--- src/rtl/serial_parity_framer.sv ---
// Frame parity / ones-count accumulator with valid/ready in and out.
// Ports: beat in (in_*), frame result out (out_*, par_*, len_err, ones_cnt); optional ones_cnt via PARITY_CNT_OUT_EN.
module serial_parity_framer #(
  parameter int DW        = 1,
  parameter int MAX_BEATS = 16
`ifdef PARITY_CNT_OUT_EN
  ,
  localparam int CW = $clog2(DW * MAX_BEATS + 1)
`endif
) (
  input  logic          clk,
  input  logic          rst,
  input  logic          in_valid,
  output logic          in_ready,
  input  logic [DW-1:0] in_data,
  input  logic          in_last,
  input  logic          in_par,
  input  logic          chk_en,
  input  logic          odd_mode,
  output logic          out_valid,
  input  logic          out_ready,
  output logic          par_out,
  output logic          par_err,
`ifdef PARITY_CNT_OUT_EN
  output logic [CW-1:0] ones_cnt,
`endif
  output logic          len_err
);

  localparam int BW = $clog2(MAX_BEATS + 1);

  typedef enum logic [1:0] {
    IDLE,
    ACC,
    DROP
  } state_t;

  state_t          state_q, state_d;
  logic            par_q, par_d;
  logic            odd_q, odd_d;
  logic [BW-1:0]   beat_q, beat_d;
  logic            out_valid_q, out_valid_d;
  logic            par_out_q, par_out_d;
  logic            par_err_q, par_err_d;
  logic            len_err_q, len_err_d;
  logic            acc;
  logic            beat_par;
  logic            pub;
  logic            pub_len;
  logic [BW-1:0]   beat_nxt;
`ifdef PARITY_CNT_OUT_EN
  logic [CW-1:0]   cnt_q, cnt_d;
  logic [CW-1:0]   ones_q, ones_d;
  logic [CW-1:0]   beat_ones;
`endif

  // A held result blocks new beats so it is never overwritten.
  assign in_ready = !out_valid_q || out_ready;
  assign acc      = in_valid && in_ready;
  assign beat_par = ^in_data;
  assign beat_nxt = beat_q + BW'(1);

`ifdef PARITY_CNT_OUT_EN
  always_comb begin
    beat_ones = '0;
    for (int i = 0; i < DW; i++) begin
      beat_ones = beat_ones + CW'(in_data[i]);
    end
  end
`endif

  always_comb begin
    state_d  = state_q;
    par_d    = par_q;
    odd_d    = odd_q;
    beat_d   = beat_q;
    pub      = 1'b0;
    pub_len  = 1'b0;
`ifdef PARITY_CNT_OUT_EN
    cnt_d    = cnt_q;
`endif
    unique case (state_q)
      IDLE: begin
        if (acc) begin
          par_d  = beat_par;
          odd_d  = odd_mode;
          beat_d = BW'(1);
`ifdef PARITY_CNT_OUT_EN
          cnt_d  = beat_ones;
`endif
          if (in_last) begin
            pub = 1'b1;
          end else begin
            state_d = ACC;
          end
        end
      end
      ACC: begin
        if (acc) begin
          par_d  = par_q ^ beat_par;
          beat_d = beat_nxt;
`ifdef PARITY_CNT_OUT_EN
          cnt_d  = cnt_q + beat_ones;
`endif
          if (in_last) begin
            pub     = 1'b1;
            state_d = IDLE;
          end else if (beat_nxt == BW'(MAX_BEATS)) begin
            pub     = 1'b1;
            pub_len = 1'b1;
            state_d = DROP;
          end
        end
      end
      DROP: begin
        if (acc && in_last) begin
          state_d = IDLE;
        end
      end
      default: state_d = IDLE;
    endcase
  end

  always_comb begin
    out_valid_d = out_valid_q;
    par_out_d   = par_out_q;
    par_err_d   = par_err_q;
    len_err_d   = len_err_q;
`ifdef PARITY_CNT_OUT_EN
    ones_d      = ones_q;
`endif
    if (pub) begin
      out_valid_d = 1'b1;
      par_out_d   = par_d ^ odd_d;
      par_err_d   = !pub_len && chk_en && (in_par != (par_d ^ odd_d));
      len_err_d   = pub_len;
`ifdef PARITY_CNT_OUT_EN
      ones_d      = cnt_d;
`endif
    end else if (out_ready) begin
      out_valid_d = 1'b0;
    end
  end

  always_ff @(posedge clk or negedge rst) begin
    if (!rst) begin
      state_q     <= IDLE;
      par_q       <= 1'b0;
      odd_q       <= 1'b0;
      beat_q      <= '0;
      out_valid_q <= 1'b0;
      par_out_q   <= 1'b0;
      par_err_q   <= 1'b0;
      len_err_q   <= 1'b0;
`ifdef PARITY_CNT_OUT_EN
      cnt_q       <= '0;
      ones_q      <= '0;
`endif
    end else begin
      state_q     <= state_d;
      par_q       <= par_d;
      odd_q       <= odd_d;
      beat_q      <= beat_d;
      out_valid_q <= out_valid_d;
      par_out_q   <= par_out_d;
      par_err_q   <= par_err_d;
      len_err_q   <= len_err_d;
`ifdef PARITY_CNT_OUT_EN
      cnt_q       <= cnt_d;
      ones_q      <= ones_d;
`endif
    end
  end

  assign out_valid = out_valid_q;
  assign par_out   = par_out_q;
  assign par_err   = par_err_q;
  assign len_err   = len_err_q;
`ifdef PARITY_CNT_OUT_EN
  assign ones_cnt  = ones_q;
`endif

endmodule
--- config.mk ---
export PLATFORM = sky130hd
export DESIGN_NAME = serial_parity_framer
export DESIGN_NICKNAME = d
export VERILOG_FILES = /design/src/rtl/serial_parity_framer.sv
export SDC_FILE = /design/constraint.sdc
export NUM_CORES = 1
export LEC_CHECK = 0
export CORE_UTILIZATION = 52
export DETAILED_ROUTE_END_ITERATION = 8
export PLACE_DENSITY = 0.81
export SETUP_SLACK_MARGIN = 0.4
export SYNTH_ARGS = -nofsm -noshare
export SYNTH_HDL_FRONTEND = slang
export SYNTH_SLANG_ARGS = --single-unit
--- constraint.sdc ---
create_clock -name clk -period 2.9 [get_ports clk]
set_input_delay 0.58 -clock clk [delete_from_list [all_inputs] [get_ports clk]]
set_output_delay 0.58 -clock clk [all_outputs]
set_load 0.02 [all_outputs]
==> reports/results.tsv <==
metric	value	unit
r2r-end	par_err$_DFFE_PN0P_	
top_cell_area_share	46.8	%
fin_ws	0.574	ns
ctsHtreeMaxLevel	1	
yosys_area	696	um2
cp-start-kind	input pin	
fin_hold_ws	0.503	ns
post_layout_nonfiller_instances	106	
syn_nets	86	
slew_viol_final	0	
hold_viol_final	0	
layout-drive-gt1-share	8.70	%
ir_drop	404	uV
setup_viol	0	
tool_warnings	26	
maxCapViolCount	0	
grt_pass1_wl	2260	um
drt_pre_antenna_iters	4	
regToRegSetupSlack	1.20	ns
common_cells	dfrtp_1, nand2_1, a21oi_1	
cp.arrival	1.75	ns
tightest_slew	0.588	ns
cp-end-kind	output port	
finalCriticalPeriod	2.33	ns
diodes	0	
status	complete, no violations	
path_max_fanout	2	
detail_route.iter0.violations	25	
p_per_area	602	mW/mm2
numCtsBuffers	3	
fill_cells	92	
path_class	in -> out	
finalNetCount	103	
final-comb-area	348	um2
holdPathEnd	state_q[0]$_DFFE_PN0P_	
min-delay-start	state_q[1]$_DFFE_PN0P_	
grt_max_degree	14	
globalRouteMet2Util	35.0	%
syn_inst	76	
synth_flops	13	
topCellsByArea	dfrtp_1, a21oi_1, nand2_1	
## critical path, stage by stage
cell and delay (ns):
clkdlybuf4s50_1 0.44, nand2b_1 0.12, clkdlybuf4s50_1 0.61
## worst max-delay path by stage
stage,startpoint,end,slack (ns),cells after the start
after global routing,out_ready,in_ready,0.54,3
after global placement,out_ready,in_ready,0.57,3
after CTS,out_ready,in_ready,0.57,3
after detailed placement,out_ready,in_ready,0.57,3
after floorplan,out_ready,par_out$_DFFE_PN0P_,1.18,6
final,out_ready,in_ready,0.57,3
## registers in the layout (all words and copies together) (netlist names)
signal	count
par_q	1
odd_q	1
state_q	2
beat_q	5
len_err	1
par_err	1
out_valid	1
par_out	1
## power by group
group          switching [mW]  total (mW)  internal (mW)  leakage (nW)
clock                  0.0618       0.115         0.0534        0.0150
sequential             0.0329       0.247          0.214         0.166
combinational          0.0761       0.155         0.0789         0.186
## metal layers
metal  routed length (um)  share of wire (%)
met5                    0                  0
met1                  659                 48
met4                   29                2.1
met2                  616                 45
met3                   60                4.4
## final cells by class
| cell class | count | area share [%] |
|---|---|---|
| Sequential cell | 13 | 37.9 |
| Inverter | 1 | 0.437 |
| Tap cell | 14 | 2.04 |
| Multi-Input combinational cell | 60 | 40.5 |
| Timing Repair Buffer | 14 | 16.0 |
| Clock buffer | 4 | 3.06 |
## metrics by stage
stage               util, %  power [mW]
floorplan                 -       0.345
global placement       71.0       0.400
detailed placement     71.0       0.406
CTS                    73.3       0.517
global route           73.3       0.545
finish                 73.3       0.517
## cells in the final DEF (no fill, tap or decap)
cell / Yosys / layout
a21oi_1: 9 / 9
a221o_1: 1 / 1
a22o_1: 1 / 1
a311oi_1: 1 / 1
a31oi_1: 1 / 1
a32o_1: 1 / 1
and2_4: 2 / 2
and4_1: 1 / 1
buf_4: 1 / 1
clkbuf_1: 0 / 1
clkbuf_4: 0 / 3
clkdlybuf4s50_1: 0 / 13
dfrtp_1: 13 / 13
ha_1: 1 / 1
inv_1: 1 / 1
mux2_1: 1 / 1
mux2_2: 1 / 1
nand2_1: 12 / 12
nand2b_1: 1 / 1
nand3_1: 6 / 6
nand3b_1: 1 / 1
nand4_1: 1 / 1
nand4b_1: 1 / 1
nor2_1: 7 / 7
nor2b_2: 1 / 1
nor3_1: 2 / 2
o21ai_0: 1 / 1
o21ai_1: 4 / 4
or3_1: 1 / 1
xnor2_1: 1 / 1
xor2_1: 1 / 1
## cells by family (layout without fill, tap and decap cells)
family,Yosys count,in the layout,share of synthesized area [%]
compound gates,19,19,16.4
xor+xnor,2,2,2.52
fa+ha+maj,1,1,1.80
buf+inv,3,19,3.24
flops,13,13,46.8
mux,2,2,3.24
simple gates,36,36,26.1
sizes.png
(10 px per um)
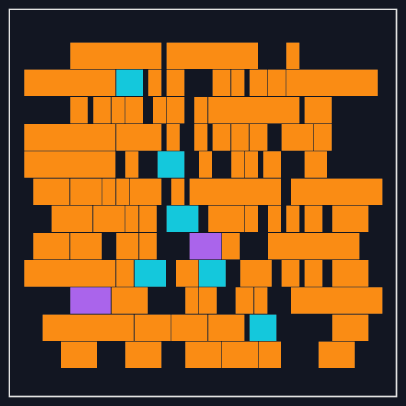
| colour | size | cells | share |
|---|---|---|---|
| cyan | _3 and _4 cells | 6 | 6.5% |
| orange | _0 and _1 cells | 84 | 91% |
| purple | _2 cells | 2 | 2.2% |
Final Cell Area: 858 um2
Non-clk bufs: 14
Area Overhead vs Synth: 23.4%

flops_by_reg.png
(10 px per um) Other sequential cells in the stronger grey, the rest of the logic in the fainter grey.
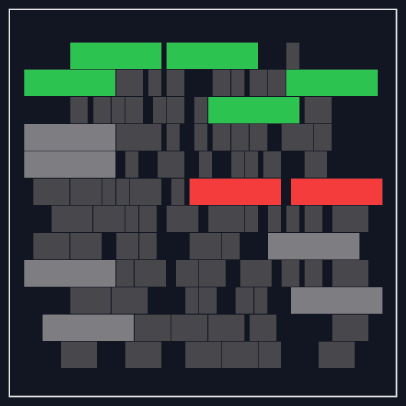
| colour | netlist name | sequential cells |
|---|---|---|
| red | state_q | 2 |
| green | beat_q | 5 |
not coloured: 6
P_seq: 0.247 mW
fin util: 73.3%
Seq/total area: 37.9%
FF+latch area: 325 um2

layer_met3.png
(8 px per um) Cells faint in the background.
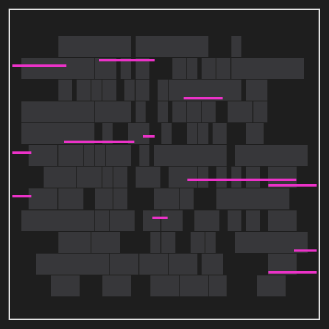
nets with wire on the layer: 9
longest straight run: 13.3 um
main direction: horizontal
Via Count: 612
DRT Wirelength: 1360 um
met3 GRT Util: 5.20%

placement_by_type.png
(12 px per um)
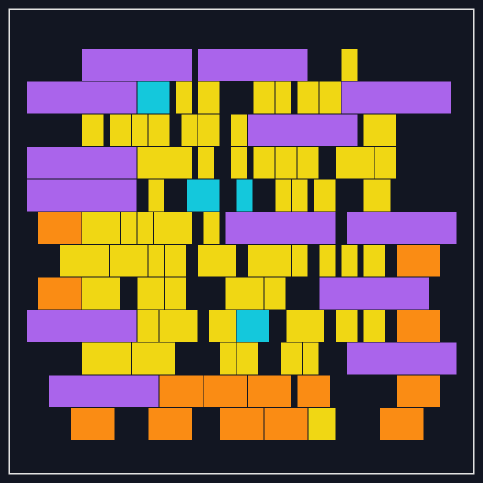
| colour | class | cells |
|---|---|---|
| yellow | combinational and other logic | 61 |
| cyan | clock drivers and dummy loads | 4 |
| purple | flops | 13 |
| orange | other buffers and delay cells | 14 |

Power and IR drop assume default switching activity.
